**Zoomed window**

Scale bar: 10 µm. Window x 22 to 47, y 8 to 33 µm. Cells in gray, sequential cells in the stronger gray; small squares are vias.
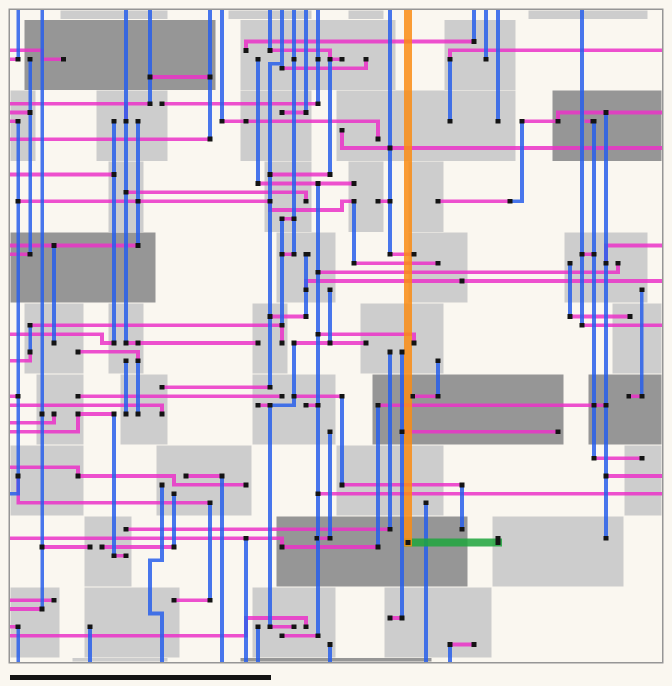
**Signal metal coverage by tile**

The die is cut into 14 by 14 equal tiles; black is low, pale yellow is high, scaled to the fullest tile. Values are wire area over tile area, all layers added.
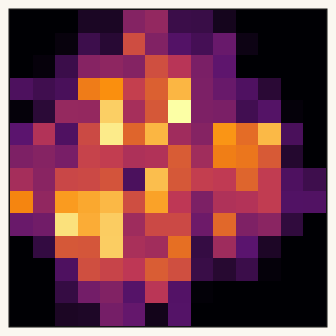
**Clock distribution**

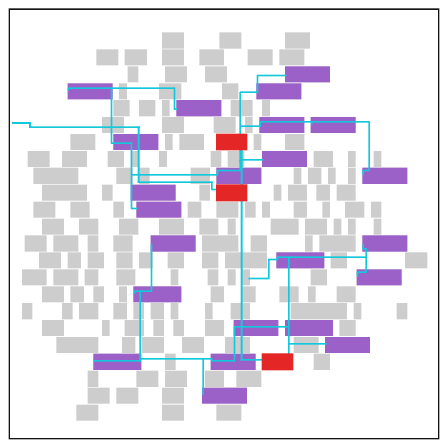
==> config.mk <==
export PLATFORM = sky130hd
export DESIGN_NAME = serdes_tx_scheduler_flat
export DESIGN_NICKNAME = d
export VERILOG_FILES = /design/src/rtl/serdes_tx_scheduler_if.sv /design/src/rtl/serdes_tx_scheduler.sv /design/src/flat_wrapper.sv
export SDC_FILE = /design/constraint.sdc
export NUM_CORES = 1
export LEC_CHECK = 0
export CAP_MARGIN = 30
export CELL_PAD_IN_SITES_DETAIL_PLACEMENT = 1
export CELL_PAD_IN_SITES_GLOBAL_PLACEMENT = 2
export CORE_UTILIZATION = 26
export DETAILED_ROUTE_END_ITERATION = 8
export GPL_TIMING_DRIVEN = 0
export PLACE_DENSITY = 0.87
export SLEW_MARGIN = 0
export SYNTH_ARGS = -nofsm -noshare
export SYNTH_HDL_FRONTEND = slang
export SYNTH_SLANG_ARGS = --single-unit
==> constraint.sdc <==
create_clock -name i_Clk -period 1.8 [get_ports i_Clk]
set_input_delay 0.36 -clock i_Clk [delete_from_list [all_inputs] [get_ports i_Clk]]
set_output_delay 0.36 -clock i_Clk [all_outputs]
set_load 0.1 [all_outputs]
==> src/rtl/serdes_tx_scheduler_if.sv <==
// serdes_tx_scheduler_if: bus between the two frame requesters, the serializer
// and the tx scheduler.
//   i_Ser_Ready                serializer takes a symbol this cycle
//   i_ReqN_Valid/Data/Last     requester N byte stream (N = 0, 1)
//   o_ReqN_Ready               requester N byte consumed this cycle
//   o_Data/o_K/o_S_en          registered symbol to the 8b/10b encoder
//   o_Grant/o_Busy             current frame owner / frame in progress
// master = requester/serializer side, slave = scheduler.
interface serdes_tx_scheduler_if;
  logic       i_Ser_Ready;
  logic       i_Req0_Valid;
  logic [7:0] i_Req0_Data;
  logic       i_Req0_Last;
  logic       o_Req0_Ready;
  logic       i_Req1_Valid;
  logic [7:0] i_Req1_Data;
  logic       i_Req1_Last;
  logic       o_Req1_Ready;
  logic [7:0] o_Data;
  logic       o_K;
  logic       o_S_en;
  logic [1:0] o_Grant;
  logic       o_Busy;

  modport master (
    output i_Ser_Ready,
    output i_Req0_Valid, i_Req0_Data, i_Req0_Last,
    output i_Req1_Valid, i_Req1_Data, i_Req1_Last,
    input  o_Req0_Ready, o_Req1_Ready,
    input  o_Data, o_K, o_S_en, o_Grant, o_Busy
  );

  modport slave (
    input  i_Ser_Ready,
    input  i_Req0_Valid, i_Req0_Data, i_Req0_Last,
    input  i_Req1_Valid, i_Req1_Data, i_Req1_Last,
    output o_Req0_Ready, o_Req1_Ready,
    output o_Data, o_K, o_S_en, o_Grant, o_Busy
  );
endinterface

==> src/rtl/serdes_tx_scheduler.sv <==
// serdes_tx_scheduler: picks one symbol per i_Clk for the 8b/10b encoder.
// Whole frames from two requesters are arbitrated round-robin, wrapped in
// SOF_K/EOF_K, idle time is filled with COMMA_K, and a comma is forced once
// ALIGN_PERIOD non-comma symbols have gone out back to back.
// Ports:
//   i_Clk  symbol clock
//   i_Rst  synchronous active-high reset
//   bus    serdes_tx_scheduler_if.slave (requesters, serializer, status)
module serdes_tx_scheduler #(
  parameter int         ALIGN_PERIOD = 16,
  parameter logic [7:0] COMMA_K      = 8'hBC,
  parameter logic [7:0] SOF_K        = 8'hFB,
  parameter logic [7:0] EOF_K        = 8'hFD
) (
  input logic                  i_Clk,
  input logic                  i_Rst,
  serdes_tx_scheduler_if.slave bus
);
  localparam logic [7:0] ALIGN_MAX = 8'(ALIGN_PERIOD);

  typedef enum logic [1:0] {S_IDLE, S_DATA, S_EOF} state_t;

  state_t          state;
  logic            rr_ptr;
  logic [7:0]      align_cnt;
  logic [1:0]      grant;
  logic [7:0]      data_q;
  logic            k_q;
  logic            s_en_q;

  logic [1:0]      req_vld;
  logic [1:0]      req_last;
  logic [1:0][7:0] req_data;
  logic            emit;
  logic            force_comma;
  logic            own_idx;
  logic            own_vld;
  logic            win_idx;
  logic [1:0]      rdy;
  logic [7:0]      sym_data;
  logic            sym_k;
  logic            sym_comma;

  assign req_vld  = {bus.i_Req1_Valid, bus.i_Req0_Valid};
  assign req_last = {bus.i_Req1_Last,  bus.i_Req0_Last};
  assign req_data = {bus.i_Req1_Data,  bus.i_Req0_Data};

  assign emit        = bus.i_Ser_Ready;
  assign force_comma = (align_cnt == ALIGN_MAX);
  // grant is one-hot while a frame is open, so bit 1 is the owner index
  assign own_idx     = grant[1];
  assign own_vld     = req_vld[own_idx];
  // both valid -> rr_ptr decides; otherwise whichever one is valid
  assign win_idx     = (&req_vld) ? rr_ptr : req_vld[1];

  // a byte is only taken when it is actually the symbol going out
  assign rdy = (state == S_DATA && emit && !force_comma) ? grant : 2'b00;
  assign bus.o_Req0_Ready = rdy[0];
  assign bus.o_Req1_Ready = rdy[1];

  assign bus.o_Data  = data_q;
  assign bus.o_K     = k_q;
  assign bus.o_S_en  = s_en_q;
  assign bus.o_Grant = grant;
  assign bus.o_Busy  = (state != S_IDLE);

  // symbol for this cycle; comma is the fallback (forced, idle, underrun fill)
  always_comb begin
    sym_data  = COMMA_K;
    sym_k     = 1'b1;
    sym_comma = 1'b1;
    if (!force_comma) begin
      case (state)
        S_IDLE: if (|req_vld) begin
          sym_data  = SOF_K;
          sym_comma = 1'b0;
        end
        S_DATA: if (own_vld) begin
          // a data byte of 8'hBC goes out with K=0 and is not a comma
          sym_data  = req_data[own_idx];
          sym_k     = 1'b0;
          sym_comma = 1'b0;
        end
        S_EOF: begin
          sym_data  = EOF_K;
          sym_comma = 1'b0;
        end
        default: ;
      endcase
    end
  end

  always_ff @(posedge i_Clk) begin
    if (i_Rst) begin
      state     <= S_IDLE;
      rr_ptr    <= 1'b0;
      align_cnt <= '0;
      grant     <= 2'b00;
      data_q    <= 8'h00;
      k_q       <= 1'b0;
      s_en_q    <= 1'b0;
    end else begin
      s_en_q <= emit;
      if (emit) begin
        data_q <= sym_data;
        k_q    <= sym_k;
        if (sym_comma)
          align_cnt <= '0;
        else if (align_cnt != ALIGN_MAX)
          align_cnt <= align_cnt + 8'd1;
        // a forced comma freezes the frame state for this symbol
        if (!force_comma) begin
          case (state)
            S_IDLE: if (|req_vld) begin
              grant <= win_idx ? 2'b10 : 2'b01;
              state <= S_DATA;
            end
            S_DATA: if (own_vld && req_last[own_idx]) state <= S_EOF;
            S_EOF: begin
              rr_ptr <= ~own_idx;
              grant  <= 2'b00;
              state  <= S_IDLE;
            end
            default: state <= S_IDLE;
          endcase
        end
      end
    end
  end
endmodule

==> src/flat_wrapper.sv <==
// flat-port wrapper written by rule: the top's interface ports become plain ports
module serdes_tx_scheduler_flat 
#(
  parameter int         ALIGN_PERIOD = 16,
  parameter logic [7:0] COMMA_K      = 8'hBC,
  parameter logic [7:0] SOF_K        = 8'hFB,
  parameter logic [7:0] EOF_K        = 8'hFD
)
  (i_Clk, i_Rst, bus_i_Ser_Ready, bus_i_Req0_Valid, bus_i_Req0_Data, bus_i_Req0_Last, bus_i_Req1_Valid, bus_i_Req1_Data, bus_i_Req1_Last, bus_o_Req0_Ready, bus_o_Req1_Ready, bus_o_Data, bus_o_K, bus_o_S_en, bus_o_Grant, bus_o_Busy);
  serdes_tx_scheduler_if bus_i ();
  input logic i_Clk;
  input logic i_Rst;
  input wire logic [$bits(bus_i.i_Ser_Ready)-1:0] bus_i_Ser_Ready;
  input wire logic [$bits(bus_i.i_Req0_Valid)-1:0] bus_i_Req0_Valid;
  input wire logic [$bits(bus_i.i_Req0_Data)-1:0] bus_i_Req0_Data;
  input wire logic [$bits(bus_i.i_Req0_Last)-1:0] bus_i_Req0_Last;
  input wire logic [$bits(bus_i.i_Req1_Valid)-1:0] bus_i_Req1_Valid;
  input wire logic [$bits(bus_i.i_Req1_Data)-1:0] bus_i_Req1_Data;
  input wire logic [$bits(bus_i.i_Req1_Last)-1:0] bus_i_Req1_Last;
  output wire logic [$bits(bus_i.o_Req0_Ready)-1:0] bus_o_Req0_Ready;
  output wire logic [$bits(bus_i.o_Req1_Ready)-1:0] bus_o_Req1_Ready;
  output wire logic [$bits(bus_i.o_Data)-1:0] bus_o_Data;
  output wire logic [$bits(bus_i.o_K)-1:0] bus_o_K;
  output wire logic [$bits(bus_i.o_S_en)-1:0] bus_o_S_en;
  output wire logic [$bits(bus_i.o_Grant)-1:0] bus_o_Grant;
  output wire logic [$bits(bus_i.o_Busy)-1:0] bus_o_Busy;
  assign bus_i.i_Ser_Ready = bus_i_Ser_Ready;
  assign bus_i.i_Req0_Valid = bus_i_Req0_Valid;
  assign bus_i.i_Req0_Data = bus_i_Req0_Data;
  assign bus_i.i_Req0_Last = bus_i_Req0_Last;
  assign bus_i.i_Req1_Valid = bus_i_Req1_Valid;
  assign bus_i.i_Req1_Data = bus_i_Req1_Data;
  assign bus_i.i_Req1_Last = bus_i_Req1_Last;
  assign bus_o_Req0_Ready = bus_i.o_Req0_Ready;
  assign bus_o_Req1_Ready = bus_i.o_Req1_Ready;
  assign bus_o_Data = bus_i.o_Data;
  assign bus_o_K = bus_i.o_K;
  assign bus_o_S_en = bus_i.o_S_en;
  assign bus_o_Grant = bus_i.o_Grant;
  assign bus_o_Busy = bus_i.o_Busy;
  serdes_tx_scheduler #(.ALIGN_PERIOD(ALIGN_PERIOD), .COMMA_K(COMMA_K), .SOF_K(SOF_K), .EOF_K(EOF_K)) u_core (.i_Clk(i_Clk), .i_Rst(i_Rst), .bus(bus_i));
endmodule
==> results.txt <==
# resized after CTS -> 64
top post-synthesis cells by area -> dfxtp_1, mux2i_1, nor2_1
CTS HTree Levels -> 1
initial DRC count -> 30
highest metal used -> met4
die span in y -> 68.8 µm
Initial Utilization -> 28.0%
Synth Area in XOR/XNOR -> 4.53%
status -> finished, violations left
RSZ-0062 raised after global routing -> yes
n_diodes -> 0
non-filler cells, final -> 226
Adder Share, Synth -> 2.16%
ys async rst share -> 0%
met3 wire length -> 100 µm
Root Driver -> clkbuf_8
clk latency late pin -> 270 ps
worst path bufs/invs -> 2
Main synth FF type -> dfxtp_1
CP arrival -> 1570 ps
setup ws final -> -132 ps
share of post-route cells with drive strength above 1 -> 27.3%
Post-Syn Nets -> 153
Inst Count DP -> 215
Top class by area -> combinational gates
remaining global-route overflow -> 0
Fin Clk Skew -> 1.20 ps
yosys cell count -> 128
Cell Rows -> 23
Post-CTS Setup Bufs -> 4
Tap Count -> 50
hold_buf cts -> 0
Synth cell types -> 38
Util after Layout -> 42.6%
failing checks -> setup timing
Synth Area in Simple Gates -> 23.3%
Mapped Area -> 1160 µm²
Layout clock buffers -> 4
# setup viols final -> 2
worst vdd rail ir drop -> 0.306 mV
Detailed Routing Iterations Pass 1 -> 4
Back to the opening pictures, 'zoomed window':
layer	color
metal 2	blue
metal 1	magenta
metal 4	orange
metal 3	green
netlist names of flops here include	u_core.bus.o_Data (2)
cells with their middle in the window	33
most frequent	a22o_1 (4), o21ai_0 (3), dfxtp_1 (3)
sequential cells in the window	5

Back to the opening pictures, 'signal metal coverage by tile':
mean over tiles	0.11
tiles over half the peak	28%
nearly empty tiles	26%
emptiest ninth of the die	top right

Back to the opening pictures, 'clock distribution':
[clock wires] cyan | length: 324 µm
[flip-flops] purple | count: 23
[clock drivers] red | count: 3
routed clock nets	4

-- registers in the layout (all words and copies together) (netlist names) --
signal              count
u_core.align_cnt        8
u_core.bus.o_Data       8
u_core.bus.o_Grant      2
u_core.state            2
u_core.bus.o_K          1
u_core.bus.o_S_en       1
u_core.rr_ptr           1
-- power by group --
group	internal (µW)	switching (µW)	leakage [µW]	total, µW
sequential	538	22.0	0.000191	560
clock	158	171	0.0000228	330
combinational	148	280	0.000437	428
total	844	473	0.000651	1320
-- final timing paths --
path	start	to	slack, ps	cells past startpoint
max reg2reg	u_core.align_cnt[0]	u_core.bus.o_Grant[0]	60	7
min reg2reg	u_core.bus.o_Data[1]	u_core.bus.o_Data[1]	480	1
min	u_core.bus.o_Data[1]	u_core.bus.o_Data[1]	480	1
max	u_core.align_cnt[0]	bus_o_Req0_Ready	-130	6
-- synth_stat cells, types with 2 or more instances --
| library cell | count |
|---|---|
| and3_1 | 3 |
| nor2b_1 | 5 |
| a22o_1 | 5 |
| o21ai_0 | 7 |
| o32ai_1 | 2 |
| inv_1 | 3 |
| nor3_1 | 4 |
| mux2i_1 | 7 |
| dfxtp_1 | 23 |
| xor2_1 | 3 |
| nor2_1 | 18 |
| nand4_1 | 3 |
| a211oi_1 | 5 |
| nand2_1 | 7 |
| buf_2 | 2 |
| a21oi_1 | 3 |
| xnor2_1 | 3 |
| mux2_2 | 2 |
| or2_4 | 2 |
| ha_1 | 2 |
| nand2b_1 | 2 |
-- cells by family (layout without fill, tap and decap cells) --
logic type	after synthesis	count (layout)
AOI/OAI and AO/OA	30	30
xor gates and xnor gates	6	6
adders and majority gates	2	2
buffers and inverters	7	55
DFF	23	23
muxes	9	9
and+or+nand+nor	51	51
Power is estimated from default activity; no workload was simulated.
